m4.png
Scale: 2 px per um. Supply wires on this layer in gray.
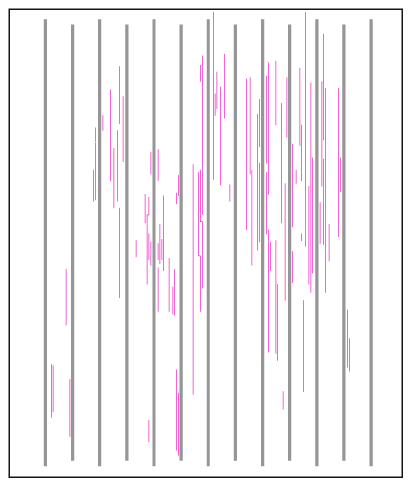
layers.png
Scale: 2 px per um. Only two layers are drawn.
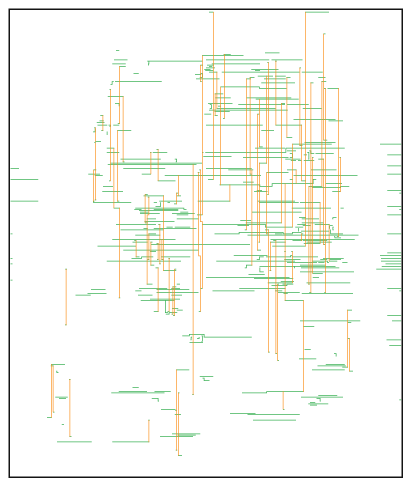
congestion_map.png
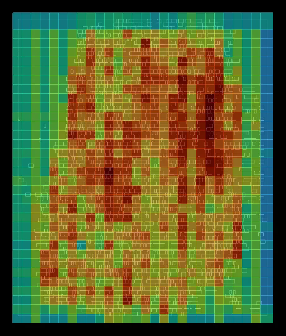
File: src/rtl/axi_burst_addr_gen_pkg.sv
// Shared AXI types and helpers for the burst address generator and the memory datapaths.
package axi_burst_addr_gen_pkg;

  typedef enum logic [2:0] {
    SIZE_1B   = 3'd0,
    SIZE_2B   = 3'd1,
    SIZE_4B   = 3'd2,
    SIZE_8B   = 3'd3,
    SIZE_16B  = 3'd4,
    SIZE_32B  = 3'd5,
    SIZE_64B  = 3'd6,
    SIZE_128B = 3'd7
  } size_enum_t;

  typedef enum logic [1:0] {
    BURST_FIXED = 2'b00,
    BURST_INCR  = 2'b01,
    BURST_WRAP  = 2'b10,
    BURST_RSVD  = 2'b11
  } burst_enum_t;

  typedef enum logic [1:0] {
    RESP_OKAY   = 2'b00,
    RESP_EXOKAY = 2'b01,
    RESP_SLVERR = 2'b10,
    RESP_DECERR = 2'b11
  } resp_enum_t;

  typedef logic [1:0]  resp_t;
  // Wide enough for any practical LEN width; narrower lengths are zero-extended.
  typedef logic [31:0] len_t;

  localparam int unsigned AXI_4K_BYTES = 4096;

  function automatic logic [7:0] size_to_bytes(size_enum_t size);
    return 8'd1 << size;
  endfunction

  function automatic logic wrap_len_legal(len_t len);
    return (len == 32'd1) || (len == 32'd3) || (len == 32'd7) || (len == 32'd15);
  endfunction

endpackage

File: src/rtl/axi_burst_addr_gen_if.sv
// Command and beat handshake bundle between an AXI slave front end and the burst sequencer.
interface axi_burst_addr_gen_if #(
  parameter int ADDR_WIDTH = 32,
  parameter int DATA_WIDTH = 32,
  parameter int LEN_WIDTH  = 8
) ();

  logic                    cmd_valid;
  logic                    cmd_ready;
  logic [ADDR_WIDTH-1:0]   cmd_addr;
  logic [LEN_WIDTH-1:0]    cmd_len;
  logic [2:0]              cmd_size;
  logic [1:0]              cmd_burst;

  logic                    beat_valid;
  logic                    beat_ready;
  logic [ADDR_WIDTH-1:0]   beat_addr;
  logic [DATA_WIDTH/8-1:0] beat_strb;
  logic [LEN_WIDTH-1:0]    beat_idx;
  logic                    beat_last;
  logic                    beat_err;

  modport slave (
    input  cmd_valid, cmd_addr, cmd_len, cmd_size, cmd_burst, beat_ready,
    output cmd_ready, beat_valid, beat_addr, beat_strb, beat_idx, beat_last, beat_err
  );

  modport master (
    output cmd_valid, cmd_addr, cmd_len, cmd_size, cmd_burst, beat_ready,
    input  cmd_ready, beat_valid, beat_addr, beat_strb, beat_idx, beat_last, beat_err
  );

endinterface

File: src/rtl/axi_strb_gen.sv
// Byte-lane strobe for one beat: lanes from the address offset to the end of its 2^size container.
module axi_strb_gen
  import axi_burst_addr_gen_pkg::*;
#(
  parameter int DATA_WIDTH = 32,
  localparam int STRB_W    = DATA_WIDTH / 8,
  localparam int OFF_W     = (STRB_W > 1) ? $clog2(STRB_W) : 1
) (
  input  logic [OFF_W-1:0]  addr_lo_i,
  input  logic [2:0]        size_i,
  output logic [STRB_W-1:0] strb_o
);

  logic [31:0] lo;
  logic [31:0] hi;

  // Oversized beats (size wider than the bus) simply fill to the top lane.
  always_comb begin
    strb_o = '0;
    lo     = 32'(addr_lo_i) & 32'(STRB_W - 1);
    hi     = lo | (32'(size_to_bytes(size_enum_t'(size_i))) - 32'd1);
    for (int i = 0; i < STRB_W; i++) begin
      strb_o[i] = (32'(i) >= lo) && (32'(i) <= hi);
    end
  end

endmodule

File: src/rtl/axi_burst_addr_gen.sv
// Slave-side AXI burst sequencer: takes one AW/AR command and emits one address/strobe beat per handshake.
module axi_burst_addr_gen
  import axi_burst_addr_gen_pkg::*;
#(
  parameter int ADDR_WIDTH = 32,
  parameter int DATA_WIDTH = 32,
  parameter int LEN_WIDTH  = 8,
  parameter bit CHECK_4K   = 1'b1
) (
  input  logic               ACLK,
  input  logic               ARESETn,
  axi_burst_addr_gen_if.slave bus
);

  localparam int         STRB_W   = DATA_WIDTH / 8;
  localparam int         OFF_W    = (STRB_W > 1) ? $clog2(STRB_W) : 1;
  localparam logic [2:0] MAX_SIZE = 3'($clog2(STRB_W));
  localparam int         EXT_W    = ADDR_WIDTH + LEN_WIDTH + 8;

  localparam logic [0:0] ST_IDLE  = 1'b0;
  localparam logic [0:0] ST_BURST = 1'b1;

  logic [0:0]            state_q, state_d;
  logic [ADDR_WIDTH-1:0] addr_q, addr_d;
  logic [ADDR_WIDTH-1:0] wrap_lo_q, wrap_lo_d;
  logic [ADDR_WIDTH-1:0] wrap_end_q, wrap_end_d;
  logic [LEN_WIDTH-1:0]  len_q, len_d;
  logic [LEN_WIDTH-1:0]  idx_q, idx_d;
  logic [2:0]            size_q, size_d;
  logic [1:0]            burst_q, burst_d;
  logic                  err_q, err_d;

  logic [ADDR_WIDTH-1:0] cmd_nbytes, cmd_aligned, cmd_span, cmd_wrap_lo;
  logic [EXT_W-1:0]      span_ext, aligned_ext, end_ext;
  logic                  cmd_err;

  logic [ADDR_WIDTH-1:0] cur_nbytes, incr_next, wrap_next;
  logic [STRB_W-1:0]     strb_raw;
  logic                  in_burst, last_beat;

  // Command decode: everything needed to start the burst, including the sticky error.
  always_comb begin
    cmd_nbytes  = ADDR_WIDTH'(size_to_bytes(size_enum_t'(bus.cmd_size)));
    cmd_aligned = bus.cmd_addr & ~(cmd_nbytes - ADDR_WIDTH'(1));
    span_ext    = (EXT_W'(bus.cmd_len) + EXT_W'(1)) * EXT_W'(cmd_nbytes);
    cmd_span    = span_ext[ADDR_WIDTH-1:0];
    cmd_wrap_lo = bus.cmd_addr & ~(cmd_span - ADDR_WIDTH'(1));
    aligned_ext = EXT_W'(cmd_aligned);
    end_ext     = aligned_ext + span_ext - EXT_W'(1);

    cmd_err = 1'b0;
    if (bus.cmd_burst == BURST_RSVD) cmd_err = 1'b1;
    if (bus.cmd_size > MAX_SIZE)     cmd_err = 1'b1;
    if (bus.cmd_burst == BURST_WRAP) begin
      if (!wrap_len_legal(len_t'(bus.cmd_len)))                  cmd_err = 1'b1;
      if ((bus.cmd_addr & (cmd_nbytes - ADDR_WIDTH'(1))) != '0) cmd_err = 1'b1;
    end
    // Page crossing is judged on the last byte touched, computed without address wrap.
    if (CHECK_4K && (bus.cmd_burst == BURST_INCR) &&
        ((end_ext >> 12) != (aligned_ext >> 12))) cmd_err = 1'b1;
  end

  always_comb begin
    cur_nbytes = ADDR_WIDTH'(size_to_bytes(size_enum_t'(size_q)));
    incr_next  = (addr_q & ~(cur_nbytes - ADDR_WIDTH'(1))) + cur_nbytes;
    wrap_next  = addr_q + cur_nbytes;
    if (wrap_next == wrap_end_q) wrap_next = wrap_lo_q;
  end

  assign in_burst  = (state_q == ST_BURST);
  assign last_beat = (idx_q == len_q);

  always_comb begin
    state_d    = state_q;
    addr_d     = addr_q;
    wrap_lo_d  = wrap_lo_q;
    wrap_end_d = wrap_end_q;
    len_d      = len_q;
    idx_d      = idx_q;
    size_d     = size_q;
    burst_d    = burst_q;
    err_d      = err_q;
    case (state_q)
      ST_IDLE: begin
        if (bus.cmd_valid) begin
          state_d    = ST_BURST;
          addr_d     = bus.cmd_addr;
          wrap_lo_d  = cmd_wrap_lo;
          wrap_end_d = cmd_wrap_lo + cmd_span;
          len_d      = bus.cmd_len;
          idx_d      = '0;
          size_d     = bus.cmd_size;
          burst_d    = bus.cmd_burst;
          err_d      = cmd_err;
        end
      end
      default: begin
        if (bus.beat_ready) begin
          if (last_beat) begin
            state_d = ST_IDLE;
          end else begin
            idx_d = idx_q + LEN_WIDTH'(1);
            case (burst_q)
              BURST_FIXED: addr_d = addr_q;
              BURST_WRAP:  addr_d = wrap_next;
              default:     addr_d = incr_next;
            endcase
          end
        end
      end
    endcase
  end

  always_ff @(posedge ACLK or negedge ARESETn) begin
    if (!ARESETn) begin
      state_q    <= ST_IDLE;
      addr_q     <= '0;
      wrap_lo_q  <= '0;
      wrap_end_q <= '0;
      len_q      <= '0;
      idx_q      <= '0;
      size_q     <= '0;
      burst_q    <= '0;
      err_q      <= 1'b0;
    end else begin
      state_q    <= state_d;
      addr_q     <= addr_d;
      wrap_lo_q  <= wrap_lo_d;
      wrap_end_q <= wrap_end_d;
      len_q      <= len_d;
      idx_q      <= idx_d;
      size_q     <= size_d;
      burst_q    <= burst_d;
      err_q      <= err_d;
    end
  end

  axi_strb_gen #(.DATA_WIDTH(DATA_WIDTH)) u_strb_gen (
    .addr_lo_i (addr_q[OFF_W-1:0]),
    .size_i    (size_q),
    .strb_o    (strb_raw)
  );

  assign bus.cmd_ready  = !in_burst;
  assign bus.beat_valid = in_burst;
  assign bus.beat_addr  = addr_q;
  assign bus.beat_strb  = in_burst ? strb_raw : '0;
  assign bus.beat_idx   = idx_q;
  assign bus.beat_last  = in_burst && last_beat;
  assign bus.beat_err   = in_burst && err_q;

endmodule

File: src/flat_wrapper.sv
// flat-port wrapper written by rule: the top's interface ports become plain ports
module axi_burst_addr_gen_flat import axi_burst_addr_gen_pkg::*;
#(
  parameter int ADDR_WIDTH = 32,
  parameter int DATA_WIDTH = 32,
  parameter int LEN_WIDTH  = 8,
  parameter bit CHECK_4K   = 1'b1
)
  (ACLK, ARESETn, bus_cmd_valid, bus_cmd_addr, bus_cmd_len, bus_cmd_size, bus_cmd_burst, bus_beat_ready, bus_cmd_ready, bus_beat_valid, bus_beat_addr, bus_beat_strb, bus_beat_idx, bus_beat_last, bus_beat_err);
  axi_burst_addr_gen_if #(.ADDR_WIDTH(ADDR_WIDTH), .DATA_WIDTH(DATA_WIDTH), .LEN_WIDTH(LEN_WIDTH)) bus_i ();
  input  logic ACLK;
  input  logic ARESETn;
  input wire logic [$bits(bus_i.cmd_valid)-1:0] bus_cmd_valid;
  input wire logic [$bits(bus_i.cmd_addr)-1:0] bus_cmd_addr;
  input wire logic [$bits(bus_i.cmd_len)-1:0] bus_cmd_len;
  input wire logic [$bits(bus_i.cmd_size)-1:0] bus_cmd_size;
  input wire logic [$bits(bus_i.cmd_burst)-1:0] bus_cmd_burst;
  input wire logic [$bits(bus_i.beat_ready)-1:0] bus_beat_ready;
  output wire logic [$bits(bus_i.cmd_ready)-1:0] bus_cmd_ready;
  output wire logic [$bits(bus_i.beat_valid)-1:0] bus_beat_valid;
  output wire logic [$bits(bus_i.beat_addr)-1:0] bus_beat_addr;
  output wire logic [$bits(bus_i.beat_strb)-1:0] bus_beat_strb;
  output wire logic [$bits(bus_i.beat_idx)-1:0] bus_beat_idx;
  output wire logic [$bits(bus_i.beat_last)-1:0] bus_beat_last;
  output wire logic [$bits(bus_i.beat_err)-1:0] bus_beat_err;
  assign bus_i.cmd_valid = bus_cmd_valid;
  assign bus_i.cmd_addr = bus_cmd_addr;
  assign bus_i.cmd_len = bus_cmd_len;
  assign bus_i.cmd_size = bus_cmd_size;
  assign bus_i.cmd_burst = bus_cmd_burst;
  assign bus_i.beat_ready = bus_beat_ready;
  assign bus_cmd_ready = bus_i.cmd_ready;
  assign bus_beat_valid = bus_i.beat_valid;
  assign bus_beat_addr = bus_i.beat_addr;
  assign bus_beat_strb = bus_i.beat_strb;
  assign bus_beat_idx = bus_i.beat_idx;
  assign bus_beat_last = bus_i.beat_last;
  assign bus_beat_err = bus_i.beat_err;
  axi_burst_addr_gen #(.ADDR_WIDTH(ADDR_WIDTH), .DATA_WIDTH(DATA_WIDTH), .LEN_WIDTH(LEN_WIDTH), .CHECK_4K(CHECK_4K)) u_core (.ACLK(ACLK), .ARESETn(ARESETn), .bus(bus_i));
endmodule
File: config.mk
export PLATFORM = sky130hd
export DESIGN_NAME = axi_burst_addr_gen_flat
export DESIGN_NICKNAME = d
export VERILOG_FILES = /design/src/rtl/axi_burst_addr_gen_pkg.sv /design/src/rtl/axi_burst_addr_gen_if.sv /design/src/rtl/axi_strb_gen.sv /design/src/rtl/axi_burst_addr_gen.sv /design/src/flat_wrapper.sv
export SDC_FILE = /design/constraint.sdc
export NUM_CORES = 1
export LEC_CHECK = 0
export CAP_MARGIN = 20
export CORE_ASPECT_RATIO = 1.2
export CORE_MARGIN = 4
export CORE_UTILIZATION = 35
export DETAILED_ROUTE_END_ITERATION = 10
export GPL_TIMING_DRIVEN = 0
export HOLD_SLACK_MARGIN = 0.1
export SYNTH_ARGS = -nofsm -noshare
export SYNTH_HDL_FRONTEND = slang
export SYNTH_HIERARCHICAL = 1
export SYNTH_SLANG_ARGS = --single-unit
export TNS_END_PERCENT = 50
File: constraint.sdc
create_clock -name ACLK -period 4.7 [get_ports ACLK]
set_input_delay 0.94 -clock ACLK [delete_from_list [all_inputs] [get_ports ACLK]]
set_output_delay 0.94 -clock ACLK [all_outputs]
set_load 0.05 [all_outputs]
==> impl_metrics.csv <==
group,metric,value,unit
setup_path,crit_path_start_kind,"input pin",
final_layout,areaGrowthSynthToFinish,34.8,%
synthesis,ys_warn_count,6,
placement,portBuffers,88,
synthesis,muxShareOfSynthArea,2.44,%
pwr,internal_power,4.67,mW
cts,cts_hold_buf,0,
cts,path_clk_slew,0.06,ns
timing,setup_viol,85,
timing,finalMaxSlewViolations,0,
synthesis,yosys_cells,1937,
floorplanning,ios,97,
pwr,p_comb_share,65.4,%
timing,worst_slew_pin_slew,1.05,ns
route,totalWireLength,61200,um
timing,setup_ws,-3.42,ns
floorplanning,die-area,45700,um^2
cts,clock_path_buffers,2,
synthesis,synth_cells,1937,
setup_path,crit_path_max_incr_delay,0.52,ns
route,met1_length,24700,um
pwr,seq_power_share,21.0,%
flow_run,drv_cap,0,
cts,clock_sinks,119,
outcome,outcome,"finished with violations",
flow_run,openroad.warnings,33,
timing,max_freq,123,MHz
outcome,violations,"negative setup slack",
pwr,p_sw_share,50.6,%
setup_path,crit_type,"in2reg",
route,dr.max_layer_used,"met4",
global_routing,grt_antenna_before_repair,1,
global_routing,grt_first_pass_wirelength,92300,um
setup_path,r2r-start,"u_core/size_q[0]",
global_routing,grt.busiest_layer,"met2",
setup_path,crit_arrival,8.42,ns
synthesis,synth_nets,2127,
setup_path,cp-end-kind,"register",
synthesis,yosys.stat.seqShare,20.1,%
Back to the opening pictures, m4.png:
wire length on this layer: 3030 um
nets with wire on the layer: 66
share of all routed wire: 5.0%
main direction: vertical
longest straight run: 117 um

Back to the opening pictures, layers.png:
| layer | color | wire length |
|---|---|---|
| M4 | orange | 3030 um |
| M3 | green | 3610 um |

Back to the opening pictures, congestion_map.png:
total track usage: 25.7%
Avg WL per Cell: 22.3 um
met1 Track Usage GR: 32.3%
global routing usage on met3: 2.51%
final core occ: 47.8%

[synthesized netlist by cell type (all sizes together) (9+ instances only)]
cell	instances	area, um^2
mux2i	26	260
nor2b	22	138
nand2	214	803
nor3b	11	82.6
o211ai	25	188
xnor2	91	797
nand3	64	325
and2	20	125
fa	43	861
nor4	22	165
nand4	44	282
o21ai	128	644
and3	22	138
a221o	12	121
or2	17	106
xor2	54	473
a31oi	15	109
clkbuf	101	379
nor2	182	683
a22oi	10	75.1
a211oi	23	190
o31ai	17	128
inv	148	556
mux2	9	101
o22ai	18	113
o21a	13	97.6
a21o	38	285
nor3	38	201
ha	98	1230
buf	21	96.4
dfrtp	119	2980
a2111oi	12	163
nand2b	16	100
a21oi	112	564
or3	11	73.8
[worst max path at each step]
stage | to | slack [ns] | from
finish | u_core/err_q | -3.42 | bus_cmd_size[2]
global route | u_core/err_q | -3.74 | bus_cmd_len[1]
CTS | u_core/err_q | -3.40 | bus_cmd_len[0]
detailed placement | u_core/err_q | -5.48 | bus_cmd_len[0]
global placement | u_core/err_q | -5.43 | bus_cmd_len[0]
floorplan | u_core/err_q | -3.29 | bus_cmd_size[2]
[through the flow]
| stage | instance area [um^2] | setup slack, ns | power [mW] | setup TNS (ns) |
|---|---|---|---|---|
| 2_1_floorplan | 15300 | -3.29 | 5.69 | -103.23 |
| 3_3_place_gp | 16900 | -5.43 | 7.37 | -463.42 |
| 3_5_place_dp | 16900 | -5.48 | 7.44 | -223.09 |
| 4_1_cts | 19400 | -3.40 | 9.16 | -148.81 |
| 5_1_grt | 20000 | -3.74 | 9.98 | -154.00 |
| 6_report | 20000 | -3.42 | 9.44 | -133.35 |
[registers in the layout, summed over array words and instances (netlist names)]
name and count:
u_core/burst_q 2, u_core/bus.beat_addr 32, u_core/len_q 8, u_core/wrap_lo_q 32
u_core/wrap_end_q 32, u_core/bus.beat_valid 1, u_core/size_q 3, u_core/err_q 1
u_core/bus.beat_idx 8
[critical path: cells and delay by family]
family / cells / cell delay, ns
and+or+nand+nor: 12 / 3.09
adders and majority gates: 6 / 2.57
buffers and inverters: 7 / 0.69
xor gates and xnor gates: 1 / 0.16
AOI/OAI and AO/OA: 5 / 0.94
[power groups by stage]
stage	Clock [mW]	Combinational [mW]	Sequential, mW
floorplan	0	3.42	2.27
detailed placement	0	5.46	1.98
finish	1.29	6.18	1.98
CTS	1.30	5.90	1.97
global placement	0	5.40	1.97
global route	1.34	6.61	2.03
[final cells by class]
type	instances	area [um^2]
Antenna cell	1	2.50
Clock inverter	9	104
Timing Repair Buffer	235	2190
Tap cell	546	683
Sequential cell	119	2980
Buffer	112	604
Inverter	150	586
Multi-Input combinational cell	1546	12400
Clock buffer	20	457
Fill cell	4009	21800
[placed cells by master, fill, tap and decap left out, types with 25 or more instances in the layout]
cell type        count
nand2_1            198
nor2_1             157
inv_1              132
dfrtp_1            119
buf_4              113
a21oi_1             92
ha_1                84
o21ai_0             82
clkbuf_1            78
clkdlybuf4s50_1     76
xnor2_1             72
nand3_1             47
xor2_1              47
nand4_1             43
fa_1                39
buf_6               38
a21o_1              38
o21ai_1             30
nor3_1              30
o211ai_1            25
mux2i_1             25
Power and IR drop assume default switching activity.
